Sequential cells grouped by signal name:
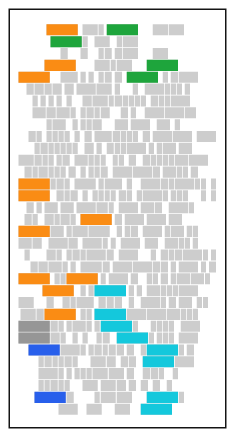
Routed metal, one colour a layer:
Scale bar: 10 um.
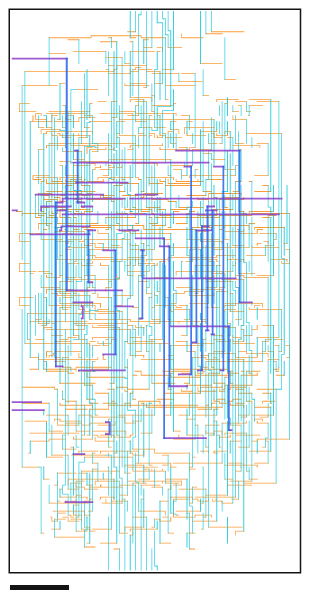
Clock distribution:
Scale bar: 10 um.
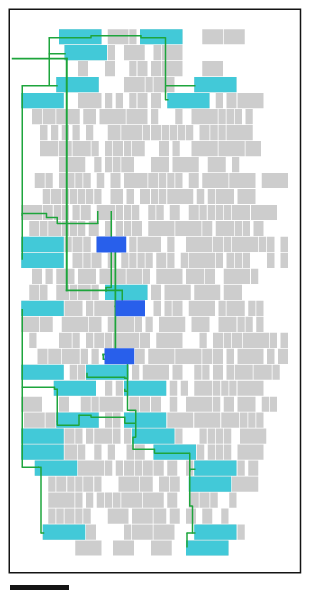
[src/rtl/fifo_feed_sched_pkg.sv]
// fifo_feed_sched_pkg
//   Shared definitions for the row-FIFO read scheduler: FSM state encoding,
//   stall counter width and the wavefront counter width helper.
package fifo_feed_sched_pkg;

    typedef enum logic [1:0] {
        IDLE  = 2'd0,
        RUN   = 2'd1,
        DRAIN = 2'd2,
        DONE  = 2'd3
    } state_e;

    localparam int unsigned STALL_CNT_W = 16;

    // Wavefront counter width: must hold len_q + ROWS - 1 without wrapping.
    function automatic int unsigned tw(input int unsigned rows, input int unsigned len_width);
        return len_width + int'($clog2(rows)) + 1;
    endfunction

endpackage

[src/rtl/fifo_feed_window.sv]
// fifo_feed_window
//   Per-row issue window: a row needs a read while the wavefront counter lies
//   inside [row, row + len_q). All comparisons are done in the full counter width.
// Ports
//   t_i      wavefront counter
//   len_q_i  latched job length
//   row_i    this row's index (start offset of its window)
//   run_i    scheduler is in RUN
//   need_o   this row wants a read this cycle
module fifo_feed_window #(
    parameter int unsigned TW        = 11,
    parameter int unsigned LEN_WIDTH = 8
) (
    input  logic [TW-1:0]        t_i,
    input  logic [LEN_WIDTH-1:0] len_q_i,
    input  logic [TW-1:0]        row_i,
    input  logic                 run_i,
    output logic                 need_o
);

    logic [TW-1:0] len_ext;
    logic [TW-1:0] win_end;

    always_comb begin
        len_ext = TW'(len_q_i);
        win_end = row_i + len_ext;
        need_o  = run_i && (t_i >= row_i) && (t_i < win_end);
    end

endmodule

[src/rtl/fifo_feed_sched.sv]
// fifo_feed_sched
//   Read-side scheduler for ROWS row FIFOs feeding the west edge of a systolic
//   array. Row i starts reading i cycles after row 0 and receives exactly len
//   reads per job. If any FIFO needed in a cycle is empty, the whole wavefront
//   stalls so the diagonal skew is preserved.
// Optional feature (macro FEED_SCHED_STALL_CNT_EN): adds the stall_cycles port,
//   a saturating count of stalled RUN cycles, cleared on an accepted start.
// Ports
//   clk          clock, all logic on posedge
//   rst          synchronous active-high reset
//   start        job request, sampled only in IDLE
//   len          reads per row, latched with start
//   fifo_empty   empty flags of the row FIFOs, bit i = row i
//   r_en         read enables (combinational from state, t and fifo_empty)
//   valid_out    r_en delayed one cycle, qualifies registered FIFO data
//   busy         high in RUN and DRAIN
//   done         one-cycle pulse in DONE
//   stall_cycles stalled RUN cycle count (FEED_SCHED_STALL_CNT_EN only)
module fifo_feed_sched
    import fifo_feed_sched_pkg::*;
#(
    parameter int unsigned ROWS      = 4,
    parameter int unsigned LEN_WIDTH = 8
) (
    input  logic                   clk,
    input  logic                   rst,
    input  logic                   start,
    input  logic [LEN_WIDTH-1:0]   len,
    input  logic [ROWS-1:0]        fifo_empty,
    output logic [ROWS-1:0]        r_en,
    output logic [ROWS-1:0]        valid_out,
    output logic                   busy,
    output logic                   done
`ifdef FEED_SCHED_STALL_CNT_EN
    ,
    output logic [STALL_CNT_W-1:0] stall_cycles
`endif
);

    localparam int unsigned TW = tw(ROWS, LEN_WIDTH);

    state_e               state_q;
    logic [TW-1:0]        t_q;
    logic [LEN_WIDTH-1:0] len_q;
    logic [ROWS-1:0]      valid_q;
    logic                 busy_q;
    logic                 done_q;

    logic [ROWS-1:0]      need;
    logic                 run;
    logic                 stall;
    logic [TW-1:0]        last_t;
    logic                 last_issue;

    assign run = (state_q == RUN);

    for (genvar i = 0; i < ROWS; i++) begin : g_row
        fifo_feed_window #(
            .TW        (TW),
            .LEN_WIDTH (LEN_WIDTH)
        ) u_window (
            .t_i     (t_q),
            .len_q_i (len_q),
            .row_i   (TW'(i)),
            .run_i   (run),
            .need_o  (need[i])
        );
    end

    always_comb begin
        stall = |(need & fifo_empty);
        r_en  = stall ? '0 : need;
        // Last wavefront step: row ROWS-1 issues its final read at len_q + ROWS - 2.
        // len_q >= 1 in RUN, so this never goes negative.
        last_t     = TW'(len_q) + TW'(ROWS) - TW'(2);
        last_issue = run && !stall && (t_q == last_t);
    end

    always_ff @(posedge clk) begin
        if (rst) begin
            state_q <= IDLE;
            t_q     <= '0;
            len_q   <= '0;
            valid_q <= '0;
            busy_q  <= 1'b0;
            done_q  <= 1'b0;
        end else begin
            // valid_out follows r_en every cycle, regardless of state changes.
            valid_q <= r_en;
            done_q  <= 1'b0;
            case (state_q)
                IDLE: begin
                    if (start) begin
                        len_q <= len;
                        t_q   <= '0;
                        if (len != '0) begin
                            state_q <= RUN;
                            busy_q  <= 1'b1;
                        end else begin
                            state_q <= DONE;
                            done_q  <= 1'b1;
                        end
                    end
                end
                RUN: begin
                    if (!stall) begin
                        t_q <= t_q + TW'(1);
                    end
                    if (last_issue) begin
                        state_q <= DRAIN;
                    end
                end
                DRAIN: begin
                    state_q <= DONE;
                    busy_q  <= 1'b0;
                    done_q  <= 1'b1;
                end
                DONE: begin
                    state_q <= IDLE;
                end
                default: begin
                    state_q <= IDLE;
                    busy_q  <= 1'b0;
                end
            endcase
        end
    end

    assign valid_out = valid_q;
    assign busy      = busy_q;
    assign done      = done_q;

`ifdef FEED_SCHED_STALL_CNT_EN
    logic [STALL_CNT_W-1:0] stall_cnt_q;

    always_ff @(posedge clk) begin
        if (rst) begin
            stall_cnt_q <= '0;
        end else if ((state_q == IDLE) && start) begin
            stall_cnt_q <= '0;
        end else if (run && stall && (stall_cnt_q != '1)) begin
            stall_cnt_q <= stall_cnt_q + STALL_CNT_W'(1);
        end
    end

    assign stall_cycles = stall_cnt_q;
`else
    // Stall counter not built in this configuration.
`endif

endmodule

[config.mk]
export PLATFORM = sky130hd
export DESIGN_NAME = fifo_feed_sched
export DESIGN_NICKNAME = d
export VERILOG_FILES = /design/src/rtl/fifo_feed_sched_pkg.sv /design/src/rtl/fifo_feed_window.sv /design/src/rtl/fifo_feed_sched.sv
export SDC_FILE = /design/constraint.sdc
export NUM_CORES = 1
export LEC_CHECK = 0
export ABC_AREA = 1
export CAP_MARGIN = 5
export CORE_ASPECT_RATIO = 2
export CORE_MARGIN = 1.5
export CORE_UTILIZATION = 60
export CTS_CLUSTER_SIZE = 20
export DETAILED_ROUTE_END_ITERATION = 10
export GPL_ROUTABILITY_DRIVEN = 0
export GPL_TIMING_DRIVEN = 0
export HOLD_SLACK_MARGIN = 0.02
export PLACE_DENSITY = 0.93
export SLEW_MARGIN = 20
export SYNTH_ARGS = -nofsm -noshare
export SYNTH_HDL_FRONTEND = slang
export SYNTH_SLANG_ARGS = --single-unit
[constraint.sdc]
create_clock -name clk -period 5.5 [get_ports clk]
set_clock_uncertainty 0.15 [all_clocks]
set_input_delay 0.825 -clock clk [delete_from_list [all_inputs] [get_ports clk]]
set_output_delay 0.825 -clock clk [all_outputs]
set_load 0.02 [all_outputs]
==> metrics.cfg <==
[synth]
synth_area_per_cell_sq_um = 6.66
synth_flop_count = 27
ys_cells = 387
synthCells = 387
ys_seq_share = 0.210

[global_routing]
antenna_found_initial = 0
grt_pass1_vias = 2703

[hold_path]
min_path_type = reg2reg
hold_start = t_q[10]

[power_and_ir_drop]
internal-power_w = 0.000526
power_density_nw_per_um2 = 360
p_leak_nw = 1.31

[worst_setup_path]
critPathLaunch = len_q[3]
r2r_slack_ns = 2.32
critPathRequiredTime_ns = 4.53
worst_r2r_endpoint = t_q[3]
r2r_start = len_q[3]
reg2reg_depth = 18

[clocking]
clkSinkCount = 27
cts_resized = 0
clkTransAtPathRegs_ns = 0.10
htree_levels = 1
holdBufCountCts = 0
clock-root-buffer = clkbuf_8
cts_tree = built

[run]
max-cap-violations = 0

[sta]
rsz0062_at_grt = no
slew_viol_final = 0
setup_violations = 0
hold_viol = 0
period_used_share = 0.839
fin_setup_tns_ns = 0

[final_layout]
num_antenna_cells = 0
fin_cells = 466
drive_gt1_frac = 0.0459

[floorplanning]
fp.dieW_um = 49.3
ios = 25

[route]
vias_per_cell = 5.58
drt_iter0_markers = 89
first_pass_iters = 4

[placement]
dp.cells = 462

[run_status]
outcome = finished, final reports clean

## Picture notes: 'sequential cells grouped by signal name'
orange -> t_q  # placed flops 11
cyan -> len_q  # placed flops 8
green -> valid_out  # placed flops 4
blue -> state_q  # placed flops 2
not coloured = 2
flop share of the area: 0.185
Core Util, Final: 0.715

## Picture notes: 'routed metal, one colour a layer'
cyan -> metal 2  # wire length 3770 um
blue -> metal 4  # wire length 371 um
orange -> metal 1  # wire length 2290 um
purple -> metal 3  # wire length 284 um
WL final: 6.71 mm
gr usage total: 0.316
drt wl/cell: 14.4 um
Vias: 2602

## Picture notes: 'clock distribution'
cyan -> flip-flops  # count 27
green -> clock wires  # length 332 um
blue -> clock drivers  # count 3
routed clock nets = 4
Latency at later pin: 0.28 ns
clk pwr: 0.000120 W
Clock Power Share: 0.114

-- final cells by class --
cell class	instances	area, sq um
flip-flops and latches	27	541
well taps	52	65.1
repair buffers	23	230
clock buffers	3	41.3
multi-input cells	311	1830
clock inverters	1	8.76
fillers	335	1170
plain buffers	10	61.3
inverters	39	146
-- worst max-delay path, stage by stage (launching register included) --
cell	delay, ns
dfxtp_1	0.32
clkbuf_1	0.29
nand2_1	0.18
nor2_1	0.22
nand2_1	0.09
xor2_1	0.15
ha_1	0.31
nand2_1	0.08
nor2_1	0.16
nand2_1	0.07
nand2_1	0.06
nand2_1	0.08
nand3_1	0.08
nand2_1	0.06
nor2_2	0.24
buf_6	0.19
inv_2	0.07
nor2_1	0.09
clkdlybuf4s50_1	0.61
-- cells in the final DEF, fill, tap and decap left out --
cell,instances
a21o_1,1
a21oi_1,37
a21oi_2,2
and3_1,1
buf_2,1
buf_6,3
clkbuf_1,6
clkbuf_8,3
clkdlybuf4s50_1,23
dfxtp_1,27
ha_1,43
inv_1,37
inv_2,2
inv_6,1
nand2_1,92
nand2_2,1
nand3_1,15
nand3_2,1
nand4_1,10
nor2_1,55
nor2_2,4
nor2_4,1
nor3_1,12
nor4_1,2
o21a_1,1
o21ai_0,10
xnor2_1,7
xor2_1,16
-- power groups by stage --
| stage | clock (W) | sequential, W | combinational, W |
|---|---|---|---|
| after floorplan | 0 | 0.000278 | 0.000463 |
| after global placement | 0 | 0.000278 | 0.000618 |
| after detailed placement | 0 | 0.000280 | 0.000644 |
| after CTS | 0.000124 | 0.000276 | 0.000648 |
| after global routing | 0.000130 | 0.000282 | 0.000734 |
| final | 0.000120 | 0.000277 | 0.000654 |
-- metal layers --
metal  up-vias  global-route usage  wire, um
met3        33              0.0298       283
li1       1319                   -         -
met1      1170               0.298      2290
met5         -                   0         0
met2        80               0.623      3770
met4         0               0.207       371
-- synth_stat cells (all sizes together) --
master / instances / area (sq um)
xor2: 16 / 140
ha: 43 / 538
o21ai: 10 / 50.1
o21a: 1 / 7.51
nor3: 12 / 60.1
nor4: 2 / 12.5
a21o: 1 / 7.51
nand2: 93 / 352
nand3: 16 / 85.1
a21oi: 39 / 203
buf: 4 / 38.8
and3: 1 / 6.26
nor2: 60 / 243
clkbuf: 6 / 22.5
dfxtp: 27 / 541
inv: 39 / 146
nand4: 10 / 62.6
xnor2: 7 / 61.3
-- how the worst max path moves through the flow --
stage                    to  slack [ns]
global route        r_en[3]        0.58
floorplan           r_en[0]        2.07
finish              r_en[3]        0.89
detailed placement  r_en[3]        1.26
global placement    r_en[3]        1.34
CTS                 r_en[3]        0.91
-- registers in the layout, indices dropped and copies added, names as in the netlist --
| signal | count |
|---|---|
| state_q | 2 |
| t_q | 11 |
| len_q | 8 |
| done | 1 |
| busy | 1 |
| valid_out | 4 |
-- logic make-up after synthesis --
group           after synthesis  share of synthesized area
simple gates                194                      0.319
compound gates               51                      0.104
buf+inv                      49                     0.0806
fa+ha+maj                    43                      0.209
flops                        27                      0.210
xor+xnor                     23                     0.0782
No activity file was given, so power comes from the tool's default toggle rates.
